[config.mk]
export PLATFORM = sky130hd
export DESIGN_NAME = logic_unit_scheduler
export DESIGN_NICKNAME = d
export VERILOG_FILES = /design/src/rtl/logic_sched_pkg.sv /design/src/rtl/logic_slice.sv /design/src/rtl/logic_unit_scheduler.sv
export SDC_FILE = /design/constraint.sdc
export NUM_CORES = 1
export LEC_CHECK = 0
export CAP_MARGIN = 5
export CORE_ASPECT_RATIO = 1.75
export CORE_MARGIN = 5
export CORE_UTILIZATION = 60
export DETAILED_ROUTE_END_ITERATION = 10
export DONT_BUFFER_PORTS = 1
export PLACE_DENSITY_LB_ADDON = 0.12
export SLEW_MARGIN = 20
export SYNTH_ARGS = -nofsm -noshare
export SYNTH_HDL_FRONTEND = slang
export SYNTH_SLANG_ARGS = --single-unit
[constraint.sdc]
create_clock -name clk -period 3.2 [get_ports clk]
set_input_delay 0.96 -clock clk [delete_from_list [all_inputs] [get_ports clk]]
set_output_delay 0.96 -clock clk [all_outputs]
set_load 0.02 [all_outputs]
[src/rtl/logic_sched_pkg.sv]
// Shared opcode and FSM definitions for the round-robin logic-unit scheduler.
package logic_sched_pkg;

  localparam logic [2:0] OP_AND  = 3'd0;
  localparam logic [2:0] OP_OR   = 3'd1;
  localparam logic [2:0] OP_XOR  = 3'd2;
  localparam logic [2:0] OP_NAND = 3'd3;
  localparam logic [2:0] OP_NOR  = 3'd4;
  localparam logic [2:0] OP_NOT  = 3'd5;
  localparam logic [2:0] OP_PASS = 3'd6;
  localparam logic [2:0] OP_ILL  = 3'd7;

  typedef enum logic {
    IDLE = 1'b0,
    EXEC = 1'b1
  } state_e;

endpackage

[src/rtl/logic_slice.sv]
// Shared WIDTH-bit gate datapath: opcode-selected bitwise AND/OR/XOR/NAND/NOR/NOT/PASS.
module logic_slice
  import logic_sched_pkg::*;
#(
  parameter int WIDTH = 8
) (
  input  logic [2:0]       op,
  input  logic [WIDTH-1:0] a,
  input  logic [WIDTH-1:0] b,
  output logic [WIDTH-1:0] y,
  output logic             illegal
);

  always_comb begin
    // NOTE: every output gets a default before the case so no path leaves it unassigned (no latch).
    y       = '0;
    illegal = 1'b0;
    case (op)
      OP_AND:  y = a & b;
      OP_OR:   y = a | b;
      OP_XOR:  y = a ^ b;
      OP_NAND: y = ~(a & b);
      OP_NOR:  y = ~(a | b);
      OP_NOT:  y = ~a;
      OP_PASS: y = a;
      default: illegal = 1'b1;
    endcase
  end

endmodule

[src/rtl/logic_unit_scheduler.sv]
// Round-robin scheduler time-sharing one logic_slice among N_REQ requesters.
module logic_unit_scheduler
  import logic_sched_pkg::*;
#(
  parameter int N_REQ = 4,
  parameter int WIDTH = 8,
  localparam int IDW  = $clog2(N_REQ)
) (
  input  logic                   clk,
  input  logic                   rst,
  input  logic [N_REQ-1:0]       req,
  input  logic [3*N_REQ-1:0]     op,
  input  logic [WIDTH*N_REQ-1:0] a_in,
  input  logic [WIDTH*N_REQ-1:0] b_in,
  output logic [N_REQ-1:0]       gnt,
  output logic                   busy,
  output logic [WIDTH-1:0]       result,
  output logic                   res_valid,
  output logic [IDW-1:0]         res_id,
  output logic                   err
);

  state_e           state_q, state_d;
  logic [IDW-1:0]   ptr_q, ptr_d;
  logic [2:0]       op_q, op_d;
  logic [WIDTH-1:0] a_q, a_d;
  logic [WIDTH-1:0] b_q, b_d;
  logic [IDW-1:0]   id_q, id_d;
  logic [N_REQ-1:0] gnt_q, gnt_d;
  logic [WIDTH-1:0] result_q, result_d;
  logic [IDW-1:0]   res_id_q, res_id_d;
  logic             err_q, err_d;
  logic             valid_q, valid_d;

  logic             win_found;
  logic [IDW-1:0]   win_idx;
  logic [IDW-1:0]   cand;
  logic [WIDTH-1:0] slice_y;
  logic             slice_ill;

  // Scan from ptr upward with wrap; the first set request wins.
  always_comb begin
    win_found = 1'b0;
    win_idx   = '0;
    cand      = '0;
    for (int i = 0; i < N_REQ; i++) begin
      cand = IDW'((int'(ptr_q) + i) % N_REQ);
      if (!win_found && req[cand]) begin
        win_found = 1'b1;
        win_idx   = cand;
      end
    end
  end

  logic_slice #(.WIDTH(WIDTH)) u_slice (
    .op      (op_q),
    .a       (a_q),
    .b       (b_q),
    .y       (slice_y),
    .illegal (slice_ill)
  );

  always_comb begin
    state_d  = state_q;
    ptr_d    = ptr_q;
    op_d     = op_q;
    a_d      = a_q;
    b_d      = b_q;
    id_d     = id_q;
    gnt_d    = '0;
    valid_d  = 1'b0;
    result_d = result_q;
    res_id_d = res_id_q;
    err_d    = err_q;
    case (state_q)
      IDLE: begin
        if (win_found) begin
          state_d = EXEC;
          op_d    = op[3*int'(win_idx) +: 3];
          a_d     = a_in[WIDTH*int'(win_idx) +: WIDTH];
          b_d     = b_in[WIDTH*int'(win_idx) +: WIDTH];
          id_d    = win_idx;
          gnt_d   = N_REQ'(1) << win_idx;
          ptr_d   = (win_idx == IDW'(N_REQ - 1)) ? '0 : win_idx + 1'b1;
        end
      end
      EXEC: begin
        result_d = slice_y;
        res_id_d = id_q;
        err_d    = slice_ill;
        valid_d  = 1'b1;
        state_d  = IDLE;
      end
    endcase
  end

  // NOTE: state uses non-blocking assignments with a synchronous reset that overrides every update.
  always_ff @(posedge clk) begin
    if (rst) begin
      state_q  <= IDLE;
      ptr_q    <= '0;
      op_q     <= '0;
      a_q      <= '0;
      b_q      <= '0;
      id_q     <= '0;
      gnt_q    <= '0;
      result_q <= '0;
      res_id_q <= '0;
      err_q    <= 1'b0;
      valid_q  <= 1'b0;
    end else begin
      state_q  <= state_d;
      ptr_q    <= ptr_d;
      op_q     <= op_d;
      a_q      <= a_d;
      b_q      <= b_d;
      id_q     <= id_d;
      gnt_q    <= gnt_d;
      result_q <= result_d;
      res_id_q <= res_id_d;
      err_q    <= err_d;
      valid_q  <= valid_d;
    end
  end

  assign gnt       = gnt_q;
  assign busy      = (state_q == EXEC);
  assign result    = result_q;
  assign res_valid = valid_q;
  assign res_id    = res_id_q;
  assign err       = err_q;

endmodule

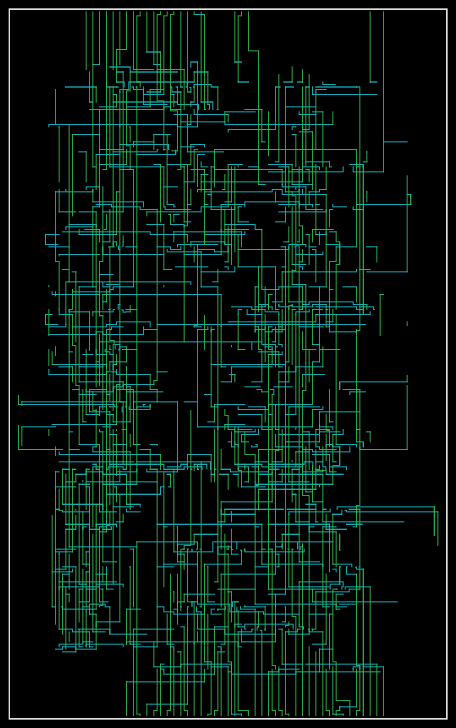
(images/metal_stack.png)
Only two layers are drawn.
- met2: green (wire length 3430 um)
- met1: cyan (wire length 2160 um)

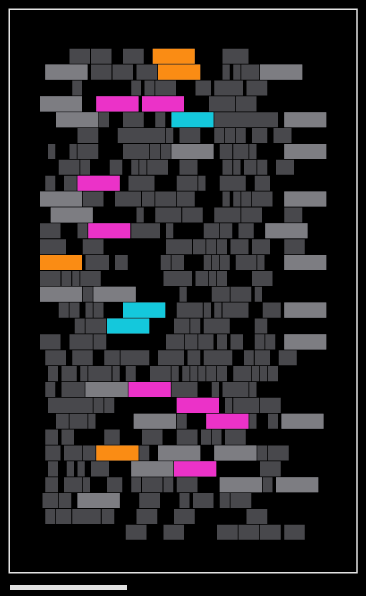
(images/registers.png)
Bar = 20 um.
- `op_q`: cyan (placed flops 3)
- `b_q`: magenta (placed flops 8)
- `gnt`: orange (placed flops 4)
- not coloured: 25
FF/Latch Area: 801 um2
fin util: 63.6%

==> flow_summary.json <==
{
  "status": "complete, no violations",
  "grt_pass1_vias": 2092,
  "r2r_cells": 4,
  "synthAoiAreaFrac_pct": 25.8,
  "grt_util_met2_pct": 41.0,
  "slew_headroom_pct": 35.1,
  "slowest_stage": "o2111a_1",
  "ys_area_um2": 2550,
  "slew_violations": 0,
  "p_seq_uw": 666,
  "setup_viol": 0,
  "cp_top_family": "AND-OR/OR-AND gates",
  "areaGrowthSynthToFinish_pct": 3.28,
  "hpwl_um": 4870,
  "gr-usage-met1_pct": 24.3,
  "p_comb_share_pct": 27.7,
  "p_int_uw": 991,
  "gp_congestion": 0.809,
  "ys_async_sr_fraction_pct": 0,
  "min_to": "id_q[0]$_SDFFE_PP0P_",
  "maxCapViolCount": 0,
  "hold_violations": 0,
  "final_area_um2": 2640,
  "nMultiInputCombCells": 202,
  "cts_tree": "built",
  "clkCellAreaFrac_pct": 4.08,
  "cp_cell_sequence": "nor4_4 > nor3_2 > o2111a_1 > a222oi_1 > o21ai_1",
  "ys_sh_adder_pct": 7.84,
  "met3_length_um": 513,
  "seq_area_share_pct": 30.3,
  "worstHoldStart": "id_q[0]$_SDFFE_PP0P_",
  "warning_count": 34,
  "setup_ws_ns": 0.994,
  "hold_depth": 2,
  "syn_inst": 281,
  "design_power_total_mw": 1.48,
  "rsz0062_at_grt": "false",
  "ys_cells": 281,
  "comb_area_share_pct": 59.4,
  "yosys.area_share.xor_xnor_pct": 0,
  "die_w_um": 59.3,
  "syn_area_um2": 2550,
  "final_nets": 369,
  "mostFrequentLayoutCell": "dfxtp_1",
  "yosys.stat.seqShare_pct": 31.3,
  "top_area_cell_class": "logic gates",
  "end_kind": "flop",
  "placed_cell_area_um2": 2530,
  "root_buffer": "clkbuf_8",
  "clock_power_share_pct": 27.2
}
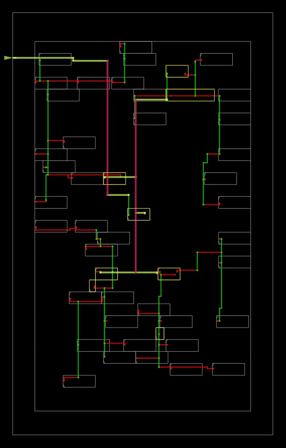
(images/final_clocks.png)
number of CTS-inserted buffers: 5
CTS sink count: 40
Latency at later pin: 0.29 ns
clkbuf count: 6

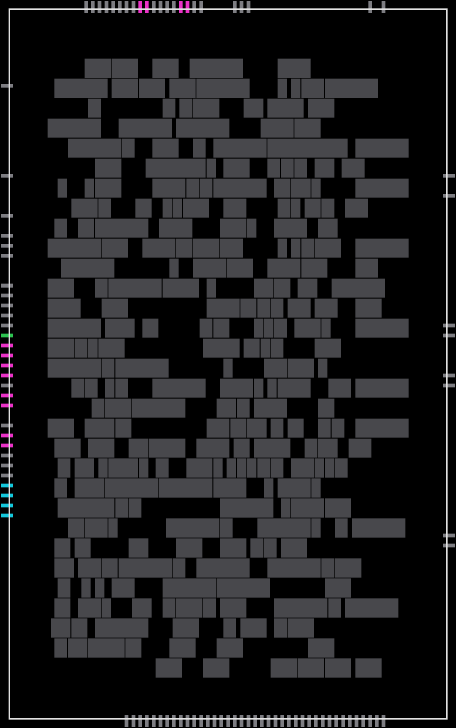
(images/pins.png)
Pins as bars across the die edge, other pins in grey.
- `op`: magenta (pins 12; direction input; edge 8 left, 4 top)
- `busy`: green (pins 1; direction output; edge left)
- `req`: cyan (pins 4; direction input; edge left)

